**Run 1: cell placement**

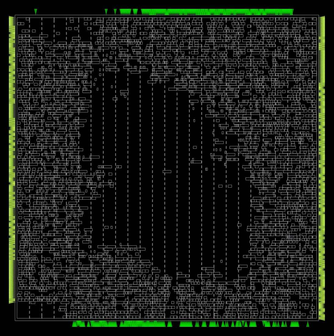
**Run 1: metal 3**

(1 px per um)
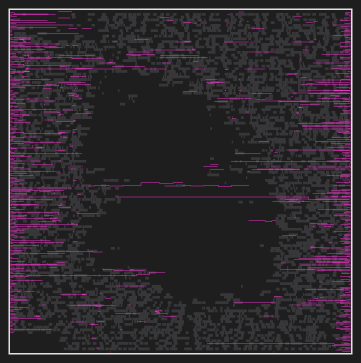
**Run 1: sequential cells grouped by signal name**

(1 px per um) Other sequential cells in the stronger grey, the rest of the logic in the fainter grey.
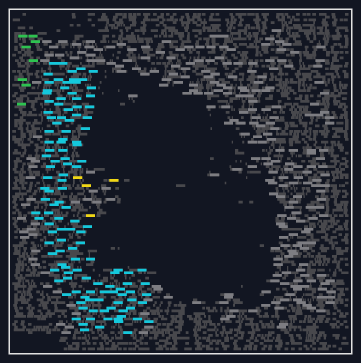
**Run 1: placement by cell class**

(1.5 px per um)
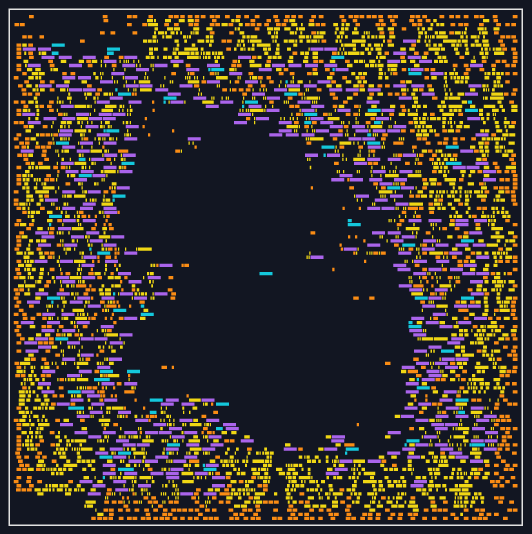
==> src/rtl/intra4_recon_ctx_pkg.sv <==
// Shared definitions for the 4x4 intra reconstruction / neighbour-context slice.
package intra4_recon_ctx_pkg;

    localparam int unsigned BIT_WIDTH_DEF  = 8;
    localparam int unsigned BLOCK_SIZE_DEF = 4;
    localparam int unsigned RES_WIDTH_DEF  = 16;
    localparam int unsigned MB_BLOCKS      = 16;

    typedef enum logic [1:0] {
        ST_IDLE  = 2'd0,
        ST_RUN   = 2'd1,
        ST_DRAIN = 2'd2
    } state_t;

    // Byte index of a pixel inside a packed 4x4 block (row-major).
    function automatic int unsigned px_byte(input int unsigned row, input int unsigned col);
        return row * BLOCK_SIZE_DEF + col;
    endfunction

endpackage

==> src/rtl/intra4_recon_ctx_recon_clip_px.sv <==
// Single-pixel reconstruction: prediction plus signed residual, clipped to pixel range.
module recon_clip_px
    import intra4_recon_ctx_pkg::*;
#(
    parameter int unsigned BIT_WIDTH = BIT_WIDTH_DEF,
    parameter int unsigned RES_WIDTH = RES_WIDTH_DEF
) (
    input  logic [BIT_WIDTH-1:0] pred,
    input  logic [RES_WIDTH-1:0] res,
    output logic [BIT_WIDTH-1:0] px
);

    localparam int unsigned SW = RES_WIDTH + 2;

    logic [SW-1:0] sum;

    // Two guard bits keep the sum exact, so the MSB is a true sign bit.
    always_comb begin
        sum = {{(SW-BIT_WIDTH){1'b0}}, pred} + {{2{res[RES_WIDTH-1]}}, res};
        if (sum[SW-1])
            px = '0;
        else if (|sum[SW-2:BIT_WIDTH])
            px = '1;
        else
            px = sum[BIT_WIDTH-1:0];
    end

endmodule

==> src/rtl/intra4_recon_ctx.sv <==
// Reconstructs 4x4 intra blocks and keeps the top/left/corner context for the
// next sub-block of a 16x16 macroblock visited in raster order.
module intra4_recon_ctx
    import intra4_recon_ctx_pkg::*;
#(
    parameter int unsigned BIT_WIDTH  = BIT_WIDTH_DEF,
    parameter int unsigned BLOCK_SIZE = BLOCK_SIZE_DEF,
    parameter int unsigned RES_WIDTH  = RES_WIDTH_DEF
) (
    input  logic                    clk,
    input  logic                    rst,
    input  logic                    mb_start,
    input  logic [BIT_WIDTH*16-1:0] mb_top,
    input  logic [BIT_WIDTH*16-1:0] mb_left,
    input  logic [BIT_WIDTH-1:0]    mb_top_left,
    input  logic                    in_valid,
    output logic                    in_ready,
    input  logic [BIT_WIDTH*16-1:0] pred,
    input  logic [RES_WIDTH*16-1:0] res,
    output logic                    out_valid,
    input  logic                    out_ready,
    output logic [BIT_WIDTH*16-1:0] recon,
    output logic [3:0]              out_blk,
    output logic                    out_last,
    output logic [BIT_WIDTH*4-1:0]  nb_top,
    output logic [BIT_WIDTH*4-1:0]  nb_left,
    output logic [BIT_WIDTH-1:0]    nb_top_left,
    output logic [3:0]              blk_idx
);

    localparam int unsigned NPX   = BLOCK_SIZE * BLOCK_SIZE;
    localparam int unsigned ROW_W = BIT_WIDTH * BLOCK_SIZE;
    localparam logic [3:0]  LAST_BLK = 4'(MB_BLOCKS - 1);

    state_t                  state;
    logic [ROW_W-1:0]        top_buf      [4];
    logic [ROW_W-1:0]        mb_left_rows [4];
    logic [ROW_W-1:0]        left_buf;
    logic [BIT_WIDTH-1:0]    corner;
    logic [BIT_WIDTH*16-1:0] recon_c;
    logic [ROW_W-1:0]        row3;
    logic [ROW_W-1:0]        col3;
    logic [1:0]              by;
    logic [1:0]              bx;
    logic                    accept;

    assign by = blk_idx[3:2];
    assign bx = blk_idx[1:0];

    assign in_ready = (state == ST_RUN) && (!out_valid || out_ready);
    assign accept   = in_valid && in_ready;

    for (genvar k = 0; k < NPX; k++) begin : g_px
        recon_clip_px #(
            .BIT_WIDTH(BIT_WIDTH),
            .RES_WIDTH(RES_WIDTH)
        ) u_px (
            .pred(pred[k*BIT_WIDTH +: BIT_WIDTH]),
            .res (res[k*RES_WIDTH +: RES_WIDTH]),
            .px  (recon_c[k*BIT_WIDTH +: BIT_WIDTH])
        );
    end

    assign row3 = recon_c[px_byte(BLOCK_SIZE-1, 0)*BIT_WIDTH +: ROW_W];
    for (genvar r = 0; r < BLOCK_SIZE; r++) begin : g_col3
        assign col3[r*BIT_WIDTH +: BIT_WIDTH] = recon_c[px_byte(r, BLOCK_SIZE-1)*BIT_WIDTH +: BIT_WIDTH];
    end

    assign nb_top      = top_buf[bx];
    assign nb_left     = (bx == 2'd0) ? mb_left_rows[by] : left_buf;
    assign nb_top_left = corner;

    always_ff @(posedge clk or posedge rst) begin
        if (rst) begin
            state     <= ST_IDLE;
            blk_idx   <= '0;
            left_buf  <= '0;
            corner    <= '0;
            recon     <= '0;
            out_valid <= 1'b0;
            out_blk   <= '0;
            out_last  <= 1'b0;
            for (int unsigned i = 0; i < 4; i++) begin
                top_buf[i]      <= '0;
                mb_left_rows[i] <= '0;
            end
        end else begin
            case (state)
                ST_IDLE: begin
                    if (mb_start) begin
                        state   <= ST_RUN;
                        blk_idx <= '0;
                        corner  <= mb_top_left;
                        for (int unsigned i = 0; i < 4; i++) begin
                            top_buf[i]      <= mb_top[i*ROW_W +: ROW_W];
                            mb_left_rows[i] <= mb_left[i*ROW_W +: ROW_W];
                        end
                    end
                end
                ST_RUN: begin
                    if (accept && blk_idx == LAST_BLK)
                        state <= ST_DRAIN;
                end
                ST_DRAIN: begin
                    if (out_valid && out_ready && out_last)
                        state <= ST_IDLE;
                end
                default: state <= ST_IDLE;
            endcase

            if (accept) begin
                // Corner for the next block is read from the slot before it is overwritten.
                if (bx == 2'd3)
                    corner <= mb_left_rows[by][ROW_W-1 -: BIT_WIDTH];
                else
                    corner <= top_buf[bx][ROW_W-1 -: BIT_WIDTH];
                top_buf[bx] <= row3;
                left_buf    <= col3;
                blk_idx     <= blk_idx + 4'd1;
                recon       <= recon_c;
                out_blk     <= blk_idx;
                out_last    <= (blk_idx == LAST_BLK);
                out_valid   <= 1'b1;
            end else if (out_valid && out_ready) begin
                out_valid <= 1'b0;
                out_last  <= 1'b0;
            end
        end
    end

endmodule
==> config.mk <==
export PLATFORM = sky130hd
export DESIGN_NAME = intra4_recon_ctx
export DESIGN_NICKNAME = d
export VERILOG_FILES = /design/src/rtl/intra4_recon_ctx_pkg.sv /design/src/rtl/intra4_recon_ctx_recon_clip_px.sv /design/src/rtl/intra4_recon_ctx.sv
export SDC_FILE = /design/constraint.sdc
export NUM_CORES = 1
export LEC_CHECK = 0
export CORE_AREA = 2 2 339 341
export DETAILED_ROUTE_END_ITERATION = 16
export DIE_AREA = 0 0 341 343
export GPL_TIMING_DRIVEN = 0
export HOLD_SLACK_MARGIN = 0.06
export PLACE_DENSITY = 0.53
export SYNTH_ARGS = -nofsm -noshare
export SYNTH_HDL_FRONTEND = slang
export SYNTH_HIERARCHICAL = 1
export SYNTH_SLANG_ARGS = --single-unit
export TNS_END_PERCENT = 1
==> constraint.sdc <==
create_clock -name clk -period 12.7 [get_ports clk]
set_input_delay 2.54 -clock clk [delete_from_list [all_inputs] [get_ports clk]]
set_output_delay 2.54 -clock clk [all_outputs]
set_load 0.01 [all_outputs]
==> results.py, run 1 <==
# Auto-generated metrics
metrics = {
    "floorplan": {
        "chipArea_um2": 117000,
        "die_x_um": 341,
    },
    "timing": {
        "max_slew_margin_pct": 27.7,
        "drv_slew": 0,
        "fin_ws_ns": 5.59,
        "tightest_slew_ns": 1.08,
    },
    "placed_design": {
        "dp_slack_ns": 6.07,
    },
    "logic_synthesis": {
        "netlist_instances": 2872,
        "synth_area_leader_cell": "dfrtp_1",
        "syn_avg_cell_area_um2": 9.84,
    },
    "critical_path": {
        "cp_max_fo": 10,
    },
    "clock_network": {
        "cts_buffers": 49,
        "cts_htree_levels": 2,
        "cts_hold_buf": 0,
        "clk_pin_slew_worst_paths_ns": 0.06,
    },
    "drt": {
        "drc_errors": 0,
        "dr.pass1.iters": 5,
        "drt-initial-drc-count": 1304,
    },
    "min_path": {
        "whs_path_depth": 2,
    },
    "status": {
        "status": "complete, no violations",
    },
    "flow_run": {
        "cap_violations": 0,
    },
}
## Picture notes: 'cell placement'
core area: 113,000 um^2
Post-Route Utilization: 35.9%
flip-flops: 404
row count: 124
non-filler cells, final: 5,369

## Picture notes: 'metal 3'
wire length on this layer: 9,670 um
longest straight run: 191 um
main direction: horizontal
nets with wire on the layer: 652
final wirelength: 128 mm
vias: 26,700
met3 GRT Util: 5.38%

## Picture notes: 'sequential cells grouped by signal name'
[`nb_top_left`] green | flops: 8 | where: upper left
[`blk_idx`] yellow | flops: 4 | where: middle left
[`top_buf`] cyan | flops: 128 | where: a column on the left
Flop area: 10,100 um^2
fraction of area in registers: 24.9%
Seq group: 2.25 mW

## Picture notes: 'placement by cell class'
[remaining buffers and delay cells] orange | cells: 994
[clock drivers and dummy loads] cyan | cells: 87
[remaining logic cells] yellow | cells: 2,348
[registers] purple | cells: 404
final instance area: 40,700 um^2

[run 1: cells by family (layout without fill, tap and decap cells)]
family / after synthesis / after routing / synth area share (%)
buffers and inverters: 176 / 1137 / 3.09
other: 0 / 24 / 0
AOI/OAI and AO/OA: 662 / 662 / 17.6
xor gates and xnor gates: 125 / 125 / 3.88
muxes: 308 / 308 / 16.0
adders and majority gates: 148 / 148 / 6.98
DFF: 404 / 404 / 35.8
and+or+nand+nor: 1049 / 1049 / 16.6
[run 1: cell usage in the layout, fill, tap and decap left out, drive strengths merged, types with 58 or more instances in the layout]
master           n
a41oi          100
a31oi          152
mux2i           81
nand2          671
clkbuf         103
inv             58
mux2           163
dfrtp          404
ha             132
xnor2           64
nand3           84
mux4            64
o21ai          109
xor2            61
clkdlybuf4s50  862
a21oi           88
buf             92
nor2           121
[run 1: sequential cells by signal, summed over array words and instances, names as in the netlist]
name / flops
out_blk: 4
state: 2
out_last: 1
nb_top_left: 8
mb_left_rows: 128
recon: 128
top_buf: 128
blk_idx: 4
out_valid: 1
[run 1: worst max path at each step]
stage	startpoint	endpoint	cells after the start
3_3_place_gp	rst	recon[37]	2
2_1_floorplan	rst	blk_idx[0]	1
5_1_grt	blk_idx[1]	nb_left[17]	9
3_5_place_dp	out_ready	in_ready	5
6_report	blk_idx[1]	nb_left[17]	9
4_1_cts	blk_idx[1]	nb_left[17]	9
[run 1: synth_stat cells (all sizes together) (36+ instances only)]
master / instances
nand3: 84
o21ai: 109
xnor2: 64
a31oi: 152
nand2: 671
ha: 132
a41oi: 100
a21oi: 88
mux2i: 81
o211ai: 36
xor2: 61
nor2: 121
a21o: 49
mux2: 163
mux4: 64
a211oi: 44
dfrtp: 404
clkbuf: 40
inv: 56
buf: 80
[run 1: layout make-up]
class	instances	area, um^2
Fill cell	11500	72700
Multi-Input combinational cell	2292	17300
Sequential cell	404	10100
Timing Repair Buffer	874	8870
Tap cell	1512	1890
Clock buffer	63	1360
Buffer	120	664
Clock inverter	24	238
Inverter	56	214
Antenna cell	24	60.1
[run 1: worst max-delay path: stages, from the launching register on]
cell and delay [ns]:
dfrtp_1 0.43, buf_6 0.17, buf_2 0.25, buf_2 0.27
inv_1 0.14, ha_1 0.16, clkbuf_1 0.72, clkbuf_1 0.80
mux2_2 0.42, clkdlybuf4s50_1 0.54
[run 1: power breakdown]
part           switching [mW]  total [mW]  internal [mW]  leakage (nW)
Sequential              0.374        2.25           1.87          4.81
Combinational            1.83        3.67           1.85          11.0
Clock                   0.608        1.44          0.835         0.802
[run 1: routing by layer]
layer  wire [um]  GRT usage, %  part of all wire (%)  up-vias
met5         213             0                  0.17        -
met4        3620          6.33                   2.8       32
met3        9670          5.38                   7.6      176
met2       62400          36.6                    49      939
met1       52200          25.8                    41    13100
li1            -             -                     -    12500
==> run 2, diff against run 1 <==
--- a/config.mk
+++ b/config.mk
@@ -10,7 +10,7 @@
 export DIE_AREA = 0 0 341 343
 export GPL_TIMING_DRIVEN = 0
 export HOLD_SLACK_MARGIN = 0.06
-export PLACE_DENSITY = 0.53
+export PLACE_DENSITY = 0.51
 export SYNTH_ARGS = -nofsm -noshare
 export SYNTH_HDL_FRONTEND = slang
 export SYNTH_HIERARCHICAL = 1
==> constraint.sdc (replaced) <==
create_clock -name clk -period 6.6 [get_ports clk]
set_input_delay 1.32 -clock clk [delete_from_list [all_inputs] [get_ports clk]]
set_output_delay 1.32 -clock clk [all_outputs]
set_load 0.01 [all_outputs]
**Run 2: cell placement**

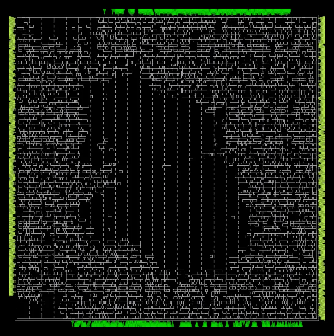
non-filler cells, final: 5,375
TAP cells: 1,512
fraction of area in registers: 24.7%
Fill cells: 11,500

**Run 2: placement by cell class**

(1.5 px per um)
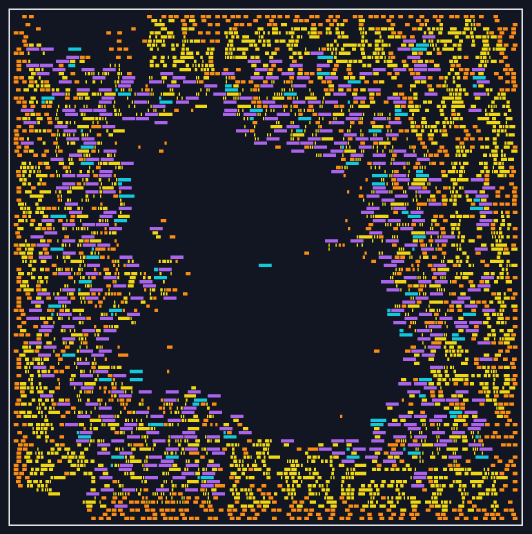
[registers] purple | cells: 404
[remaining logic cells] yellow | cells: 2,348
[remaining buffers and delay cells] orange | cells: 994
[clock drivers and dummy loads] cyan | cells: 95
final instance area: 40,900 um^2
Post-Route Utilization: 36.0%

**Run 2: sequential cells grouped by signal name**

(1 px per um) Other sequential cells in the stronger grey, the rest of the logic in the fainter grey.
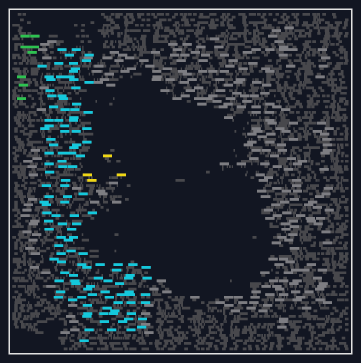
[`nb_top_left`] green | flops: 8 | where: upper left
[`top_buf`] cyan | flops: 128 | where: a column on the left
[`blk_idx`] yellow | flops: 4 | where: middle left
not coloured: 264
Seq group: 4.31 mW

==> run 2 against run 1 <==
Die area is the same. Combinational power grew 93%. Clock power grew 110%. Critical path depth is the same. Via count is essentially flat. Worst hold slack gained 0.0038 ns. Register-to-register slack lost 6.1 ns. Clock skew shrank 0.0021 ns. Sequential share of layout area shrank 0.12 points. Cell count grew 0.11%. Critical path type unchanged. Global-route usage grew 0.13 points. Non-clock buffer count is the same.
==> results.py, run 2 <==
# Auto-generated metrics
metrics = {
    "timing": {
        "drv_slew": 0,
        "fin_ws_ns": 0.773,
        "tightest_slew_ns": 1.08,
        "max_slew_margin_pct": 28.0,
    },
    "power_and_ir_drop": {
        "p_sw_mw": 5.44,
        "power_frac_seq_pct": 29.9,
        "power_frac_comb_pct": 49.1,
        "pwr-share-clk_pct": 21.0,
        "cell_internal_pwr_mw": 8.99,
        "swShare_pct": 37.7,
    },
    "drt": {
        "wl_met2_mm": 62.6,
        "wirelength_mm": 129,
        "dr.pass1.iters": 5,
        "via_count": 26700,
        "drt-initial-drc-count": 1659,
        "maxUsedRoutingLayer": "met5",
        "met3WireLength_mm": 10.6,
    },
    "floorplan": {
        "rows": 124,
        "die_x_um": 341,
    },
    "logic_synthesis": {
        "synth_area_leader_cell": "dfrtp_1",
        "top_cells_by_count": "671 x nand2_1, 404 x dfrtp_1, 163 x mux2_2",
        "netlist_instances": 2872,
        "synth_top_cell_by_count": "nand2_1",
    },
    "critical_path": {
        "worstSetupEndpoint": "nb_left[6]",
        "cp_max_fo": 10,
    },
    "final_layout": {
        "lay_top_count": "clkdlybuf4s50_1",
        "reg_top3": "mb_left_rows x128, recon x128, top_buf x128",
        "seq_area_um2": 10100,
    },
    "flow_run": {
        "cap_violations": 0,
    },
    "clock_network": {
        "clk_pin_slew_worst_paths_ns": 0.06,
        "cts_buffers": 52,
    },
    "status": {
        "status": "complete, no violations",
    },
}
==> run 2: area by class of cell <==
type,count,share of cell area [%]
Sequential cell,404,24.7
Timing Repair Buffer,874,21.7
Tap cell,1512,4.63
Multi-Input combinational cell,2292,42.2
Buffer,120,1.63
Clock inverter,20,0.683
Antenna cell,22,0.135
Inverter,56,0.524
Clock buffer,75,3.72
==> run 2: logic make-up (layout without fill, tap and decap cells) <==
group	Yosys count	in the layout	share of synthesized area, %
fa+ha+maj	148	148	6.98
compound gates	662	662	17.6
mux	308	308	16.0
xor+xnor	125	125	3.88
other cells	0	22	0
flops	404	404	35.8
buf+inv	176	1145	3.09
simple gates	1049	1049	16.6
==> run 2: critical path: stages, from the launching register on <==
cell             delay, ns
dfrtp_1               0.45
buf_6                 0.18
buf_2                 0.24
buf_2                 0.28
inv_1                 0.14
ha_1                  0.16
clkbuf_1              0.72
clkbuf_1              0.72
mux2_2                0.42
clkdlybuf4s50_1       0.54
==> run 2: power groups by stage <==
stage | clock network, mW | registers [mW] | logic (mW)
global placement | 0 | 4.32 | 7.09
finish | 3.04 | 4.31 | 7.09
global route | 3.21 | 4.44 | 7.65
floorplan | 0 | 4.24 | 3.55
detailed placement | 0 | 4.33 | 7.15
CTS | 3.11 | 4.31 | 7.19
==> run 2: worst min-delay path by stage <==
stage                     startpoint                to  slack [ns]  depth (start not counted)
finish              mb_left_rows[75]  mb_left_rows[75]        0.47                          2
detailed placement  mb_left_rows[75]  mb_left_rows[75]        0.45                          2
global route        mb_left_rows[20]  mb_left_rows[20]        0.49                          2
floorplan           mb_left_rows[72]  mb_left_rows[72]        0.44                          2
global placement    mb_left_rows[89]  mb_left_rows[89]        0.45                          2
CTS                 mb_left_rows[75]  mb_left_rows[75]        0.47                          2
==> run 2: metal layers <==
metal  global-route usage (%)  up-vias
li1                         -    12500
met3                     6.44      213
met5                        0        -
met1                     25.2    13000
met4                     6.99       42
met2                     36.7      929
Power figures rest on the tool's default switching activity, not on a simulated workload.
